## src/rtl/cpu_pkg.sv

```systemverilog
// cpu_pkg
//   Definitions shared by the pipeline-control blocks of the 5-stage core.
//   - state_t / ST_*  : encoding of the hazard sequencer FSM
//   - REG_X0          : architectural zero register (never a real dependency)
//   - load_use()      : load-use hazard between the EX load and the ID sources
package cpu_pkg;

   typedef logic [1:0] state_t;

   localparam state_t ST_RUN      = 2'd0;
   localparam state_t ST_MEM_WAIT = 2'd1;
   localparam state_t ST_HALT     = 2'd2;

   localparam logic [4:0] REG_X0 = 5'd0;

   // A load into x0 never produces a value, so it cannot create a hazard.
   function automatic logic load_use(input logic       mem_read,
                                     input logic [4:0] rd,
                                     input logic [4:0] rs1,
                                     input logic [4:0] rs2);
      return mem_read && (rd != REG_X0) && ((rd == rs1) || (rd == rs2));
   endfunction

endpackage

```

## src/rtl/hazard_sequencer_sat_counter.sv

```systemverilog
// sat_counter
//   Saturating up-counter used for the performance monitors.
//   Ports:
//     clk_i  - clock, counts on the rising edge
//     rst_i  - asynchronous active-low reset, clears the count
//     inc_i  - count this cycle
//     cnt_o  - current count, holds at all-ones once saturated
module sat_counter #(
   parameter int W = 16
) (
   input  logic         clk_i,
   input  logic         rst_i,
   input  logic         inc_i,
   output logic [W-1:0] cnt_o
);

   localparam logic [W-1:0] CNT_ONE = {{(W-1){1'b0}}, 1'b1};
   localparam logic [W-1:0] CNT_MAX = {W{1'b1}};

   logic [W-1:0] cnt_q;
   logic [W-1:0] cnt_d;

   always_comb begin
      cnt_d = cnt_q;
      if (inc_i && (cnt_q != CNT_MAX)) begin
         cnt_d = cnt_q + CNT_ONE;
      end
   end

   always_ff @(posedge clk_i or negedge rst_i) begin
      if (!rst_i) begin
         cnt_q <= '0;
      end else begin
         cnt_q <= cnt_d;
      end
   end

   assign cnt_o = cnt_q;

endmodule

```

## src/rtl/hazard_sequencer.sv

```systemverilog
// hazard_sequencer
//   Pipeline sequencer for the 5-stage core: load-use bubbles, IF/ID flush on
//   taken branches, whole-pipeline freeze while data memory is busy, and a
//   watchdog that halts the core when memory never answers.
//   Parameters:
//     TIMEOUT - consecutive frozen memory cycles before HALT (>= 2)
//     CNT_W   - width of the performance counters
//   Ports:
//     clk_i, rst_i               - clock, asynchronous active-low reset
//     ID_Rs1_i, ID_Rs2_i         - sources of the instruction in ID
//     EX_Rd_i, EX_MemRead_i      - destination / load flag of the instruction in EX
//     Branch_Taken_i             - branch in ID resolved taken
//     MEM_Access_i, MemReady_i   - memory access in MEM / memory completes it
//     PCWrite_o, IFIDWrite_o     - front-end enables
//     NoOp_o                     - bubble into ID/EX
//     Flush_o                    - clear IF/ID
//     PipeStall_o                - freeze ID/EX, EX/MEM, MEM/WB
//     Halted_o                   - sticky memory timeout
//     StallCycles_o              - saturating count of PCWrite_o=0 cycles (not in HALT)
//     FlushCount_o               - saturating count of Flush_o=1 cycles
//     State_o                    - current FSM state (debug)
//
//   Handshake: a memory access is complete in the cycle where MEM_Access_i and
//   MemReady_i are both high; MemReady_i alone ends a wait once one has started.
module hazard_sequencer
   import cpu_pkg::*;
#(
   parameter int TIMEOUT = 16,
   parameter int CNT_W   = 16
) (
   input  logic             clk_i,
   input  logic             rst_i,
   input  logic [4:0]       ID_Rs1_i,
   input  logic [4:0]       ID_Rs2_i,
   input  logic [4:0]       EX_Rd_i,
   input  logic             EX_MemRead_i,
   input  logic             Branch_Taken_i,
   input  logic             MEM_Access_i,
   input  logic             MemReady_i,
   output logic             PCWrite_o,
   output logic             IFIDWrite_o,
   output logic             NoOp_o,
   output logic             Flush_o,
   output logic             PipeStall_o,
   output logic             Halted_o,
   output logic [CNT_W-1:0] StallCycles_o,
   output logic [CNT_W-1:0] FlushCount_o,
   output logic [1:0]       State_o
);

   localparam int WAIT_W = $clog2(TIMEOUT);
   localparam logic [WAIT_W-1:0] WAIT_ONE  = WAIT_W'(1);
   localparam logic [WAIT_W-1:0] WAIT_LAST = WAIT_W'(TIMEOUT - 1);

   state_t            state_q, state_d;
   logic [WAIT_W-1:0] wait_q,  wait_d;

   logic lu;
   logic mw;

   logic pc_write;
   logic ifid_write;
   logic noop;
   logic flush;
   logic pipe_stall;

   assign lu = load_use(EX_MemRead_i, EX_Rd_i, ID_Rs1_i, ID_Rs2_i);
   assign mw = MEM_Access_i & ~MemReady_i;

   // State register
   always_ff @(posedge clk_i or negedge rst_i) begin
      if (!rst_i) begin
         state_q <= ST_RUN;
         wait_q  <= '0;
      end else begin
         state_q <= state_d;
         wait_q  <= wait_d;
      end
   end

   // Next-state logic. wait_q counts frozen cycles, the RUN miss cycle being 1.
   always_comb begin
      state_d = state_q;
      wait_d  = wait_q;
      case (state_q)
         ST_RUN: begin
            if (mw) begin
               state_d = ST_MEM_WAIT;
               wait_d  = WAIT_ONE;
            end
         end
         ST_MEM_WAIT: begin
            if (MemReady_i) begin
               state_d = ST_RUN;
               wait_d  = '0;
            end else if (wait_q == WAIT_LAST) begin
               state_d = ST_HALT;
            end else begin
               wait_d = wait_q + WAIT_ONE;
            end
         end
         ST_HALT: begin
            state_d = ST_HALT;
         end
         default: begin
            state_d = ST_RUN;
            wait_d  = '0;
         end
      endcase
   end

   // Output logic (Mealy). While reset is held the pipeline is frozen so that
   // nothing advances until the sequencer is running again.
   always_comb begin
      pc_write   = 1'b1;
      ifid_write = 1'b1;
      noop       = 1'b0;
      flush      = 1'b0;
      pipe_stall = 1'b0;
      if (!rst_i) begin
         pc_write   = 1'b0;
         ifid_write = 1'b0;
         pipe_stall = 1'b1;
      end else begin
         case (state_q)
            ST_RUN, ST_MEM_WAIT: begin
               if ((state_q == ST_RUN) ? mw : ~MemReady_i) begin
                  pc_write   = 1'b0;
                  ifid_write = 1'b0;
                  pipe_stall = 1'b1;
               end else if (lu) begin
                  // Bubble wins over a taken branch: the branch stays in ID
                  // and resolves again next cycle, so no flush now.
                  pc_write   = 1'b0;
                  ifid_write = 1'b0;
                  noop       = 1'b1;
               end else if (Branch_Taken_i) begin
                  flush = 1'b1;
               end
            end
            default: begin
               pc_write   = 1'b0;
               ifid_write = 1'b0;
               pipe_stall = 1'b1;
            end
         endcase
      end
   end

   assign PCWrite_o   = pc_write;
   assign IFIDWrite_o = ifid_write;
   assign NoOp_o      = noop;
   assign Flush_o     = flush;
   assign PipeStall_o = pipe_stall;
   assign Halted_o    = (state_q == ST_HALT);
   assign State_o     = state_q;

   sat_counter #(.W(CNT_W)) u_stall_cnt (
      .clk_i (clk_i),
      .rst_i (rst_i),
      .inc_i (~pc_write & (state_q != ST_HALT)),
      .cnt_o (StallCycles_o)
   );

   sat_counter #(.W(CNT_W)) u_flush_cnt (
      .clk_i (clk_i),
      .rst_i (rst_i),
      .inc_i (flush),
      .cnt_o (FlushCount_o)
   );

endmodule
```

## config.mk

```make
export PLATFORM = sky130hd
export DESIGN_NAME = hazard_sequencer
export DESIGN_NICKNAME = d
export VERILOG_FILES = /design/src/rtl/cpu_pkg.sv /design/src/rtl/hazard_sequencer_sat_counter.sv /design/src/rtl/hazard_sequencer.sv
export SDC_FILE = /design/constraint.sdc
export NUM_CORES = 1
export LEC_CHECK = 0
export ABC_AREA = 1
export CAP_MARGIN = 20
export CORE_MARGIN = 8
export CORE_UTILIZATION = 50
export DETAILED_ROUTE_END_ITERATION = 6
export PLACE_DENSITY = 0.88
export SYNTH_ARGS = -nofsm -noshare
export SYNTH_HDL_FRONTEND = slang
export SYNTH_HIERARCHICAL = 1
export SYNTH_SLANG_ARGS = --single-unit
```

## constraint.sdc

```tcl
create_clock -name clk_i -period 2.1 [get_ports clk_i]
set_input_delay 0.42 -clock clk_i [delete_from_list [all_inputs] [get_ports clk_i]]
set_output_delay 0.42 -clock clk_i [all_outputs]
set_load 0.05 [all_outputs]
```

==> results.toml <==
# flow metrics
[run_status]
run_status = "complete, no violations"

[finish]
final_area_um2 = 3630
num_antenna_cells = 0
nets = 496
area_growth_pct = 33.3
drive_gt1_share_pct = 16.7

[synth]
yosysTopAreaCell = "dfrtp_1"
syn_nets = 423
yosys_cells = 399
syn_avg_cell_area_um2 = 6.83
synth_cell_type_count = 25
ys.flops = 38
netlist_area_um2 = 2730
yosysTopAreaCellShare_pct = 34.9
ys_area_um2 = 2730
synth.area.top_cells = "dfrtp_1 35%, nand2_1 22%, inv_1 6.5%"
netlist_instances = 399
synth_seq_share_pct = 34.9
yosys_warnings = 6

[clocking]
htree_levels = 2
postCtsHoldBufs = 0
clkSlewWorstSetupHoldPaths_ns = 0.08
clock-sinks = 38
cts-root-buf = "clkbuf_8"
cts_buffers = 5
clockBufferDepth = 2
tritoncts = "yes"
clock_latency_ns = 0.29

[critical_path]
cpMostUsedCell = "nand2_4"
end_kind = "primary output"
cp.required_ns = 1.68
path_max_fanout = 4
cp_data_arrival_time_ns = 1.64
criticalPathCategory = "reg2out"
max_stage_delay_ns = 0.43
startpoint = "State_o[0]"
r2r-start = "State_o[0]"
cp-start-kind = "flop"
path_delay_family = "simple AND/OR/NAND/NOR gates"
crit_chain = "nor2_4 > nand3_2 > o21ai_2 > nor2_2 > nand2_4 > inv_4 > nand2_4 > clkinvlp_4 > buf_12"
crit_buf_inv = 3

[grt]
antenna_found_initial = 0
grt_first_pass_wirelength_um = 12500
grt_max_degree = 39
grt_pass1_vias = 2816
grt_usage_pct = 18.4
grt_overflow_total = 0

[placed_design]
gp_congestion = 0.846
pre_cts_slack_ns = -0.303
dp_hpwl_um = 5430
io_buffers = 60
placed_area_um2 = 3500

[flow_run]
warning_count = 28
cap_violations = 0

[detailed_routing]
firstDrtPassIters = 5
drc = 0
ant_nets = 0
viasPerCell = 5.03
drtIter0Drc = 144

[power_and_ir_drop]
peakVddDrop_uv = 298
power.total_uw = 1530
powerDensity_nw_per_um2 = 420
p_leak_uw = 0.00174

[hold_path]
hold_path_class = "in2async"

[timing]
slew_viol_final = 0
post-route-min-period_ns = 2.06
slew_headroom_pct = 65.1
finalHoldViolations = 0
fin_ws_ns = 0.0409
worst_pin_slew_ns = 0.522
timing.final.crit_share_pct = 98.1
setup_viol = 0
timing.fmax_mhz = 486
skew_ns = 0.00983
rsz0062_at_grt = "true"

[die]
rows = 27
dieWidth_um = 89.8
die_y_um = 89.8
core_area_um2 = 5370
fp-utilization_pct = 50.7
io_pins = 61
chipArea_um2 = 8070
[final cells by class]
| class | count | area [um^2] |
|---|---|---|
| fill | 448 | 1740 |
| multi-input combinational | 306 | 1570 |
| sequential | 38 | 953 |
| timing repair buffer | 71 | 714 |
| inverter | 50 | 194 |
| tap | 72 | 90.1 |
| clock buffer | 6 | 82.6 |
| clock inverter | 1 | 30.0 |
[cells in the mapped netlist]
cell     instances
inv_2            3
nor3_1           1
nand4_1         12
nor2_2           8
a21oi_1          2
o21ai_0         18
nor2_4          10
nand2_2         11
ha_1             3
o21ai_4          1
buf_6            4
nand3_1         19
o21ai_1          1
nand4_4          2
o21ai_2          4
xnor2_1         12
nand3_2          2
nand2_1        158
xor2_1           2
buf_4            1
inv_1           47
dfrtp_1         38
or2_2            1
nor2_1          38
o22ai_1          1
[state kept, by name, indices dropped and copies added (netlist names)]
name               cells
u_flush_cnt/cnt_o     16
u_stall_cnt/cnt_o     16
wait_q                 4
State_o                2
[report_power, final]
part           internal [uW]  switching [uW]  leakage (uW)
registers                739            10.6      0.000465
logic                   58.8            94.1       0.00122
clock network            380             243     0.0000573
total                   1180             348       0.00174
[stage by stage]
step | hold WS, ns | std cells | TNS [ns]
after global routing | 0.289 | 544 | -0.131
after floorplan | 0.124 | 399 | -0.618
final | 0.242 | 544 | 0
after global placement | 0.544 | 533 | -4.17
after detailed placement | 0.550 | 533 | -6.92
after CTS | 0.260 | 543 | 0
[final timing paths]
path / depth (start not counted) / slack (ns) / to
max in group asynchronous: 2 / 1.48 / State_o[0]
hold reg to reg: 2 / 0.57 / u_stall_cnt/cnt_o[1]
hold / removal: 2 / 0.24 / u_flush_cnt/cnt_o[10]
setup / recovery: 9 / 0.04 / PCWrite_o
min in group clk_i: 2 / 0.57 / u_stall_cnt/cnt_o[1]
setup reg to reg: 15 / 0.24 / u_flush_cnt/cnt_o[15]
[what timing repair did]
item | CTS | global route
resized | 20 | 10
pin swaps | 11 | 0
endpoints found under the setup margin | 4 | 7
setup buffers | 3 | 1
[metal layers]
layer	track usage [%]	wire, um	up-vias	share of wire (%)
li1	-	-	1380	-
met3	4.74	302	8	4.3
met5	0	0	-	0
met4	7.48	105	0	1.5
met2	32.9	3780	68	53
met1	20.0	2900	1282	41
[kinds of logic after synthesis]
logic type,after synthesis,synth area share [%]
AOI/OAI and AO/OA,27,5.97
xor gates and xnor gates,14,4.50
adders and majority gates,3,1.38
buffers and inverters,55,8.82
DFF,38,34.9
and+or+nand+nor,262,44.4
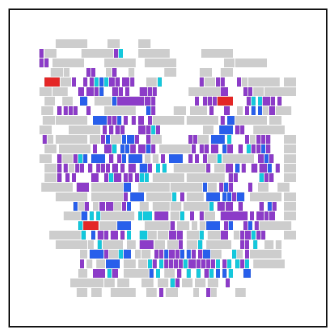
Figure 1: gate families picked out.
Red is fa/ha/maj cells, cells 3, most used ha_1. Purple is nand cells, cells 204, most used nand2_1. Blue is nor cells, cells 57, most used nor2_1. Cyan is inv cells, cells 50, most used inv_1.
most frequent logic cell in the layout: nand2_1
Finished Layout Cells: 544
Comb area share: 43.2%

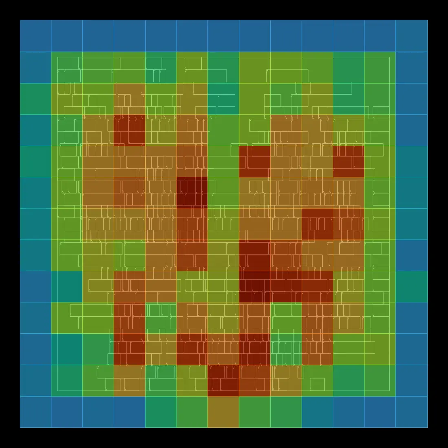
Figure 2: routing congestion map.
grt met1 use: 20.0%
met2 usage: 32.9%
met3 GRT Util: 4.74%
fin util: 67.6%
WL/cell: 13.0 um

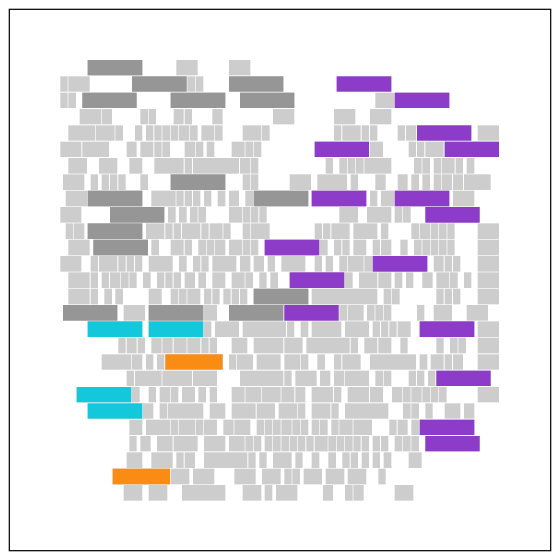
Figure 3: where the registers sit.
Cyan is wait_q, flops 4. Purple is u_flush_cnt/cnt_o, flops 16. Orange is State_o, flops 2.
area occupied by registers: 953 um^2
sequential logic power: 750 uW
fraction of area in registers: 26.2%

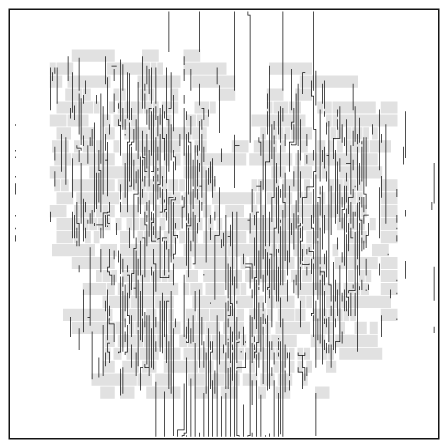
Figure 4: metal 2.
Cells faint in the background.
The longest straight run is 34.3 um. 415 nets have wire on it. The layer carries 3780 um of wire. The layer holds 53% of the routed length. The wires run mostly vertical.
via count: 2738
WL final: 7090 um

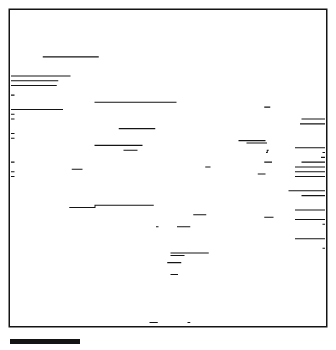
Figure 5: metal 3.
The bar under the picture is 20 um long.
The layer carries 303 um of wire. The wires run mostly horizontal.

Power figures rest on the tool's default switching activity, not on a simulated workload.
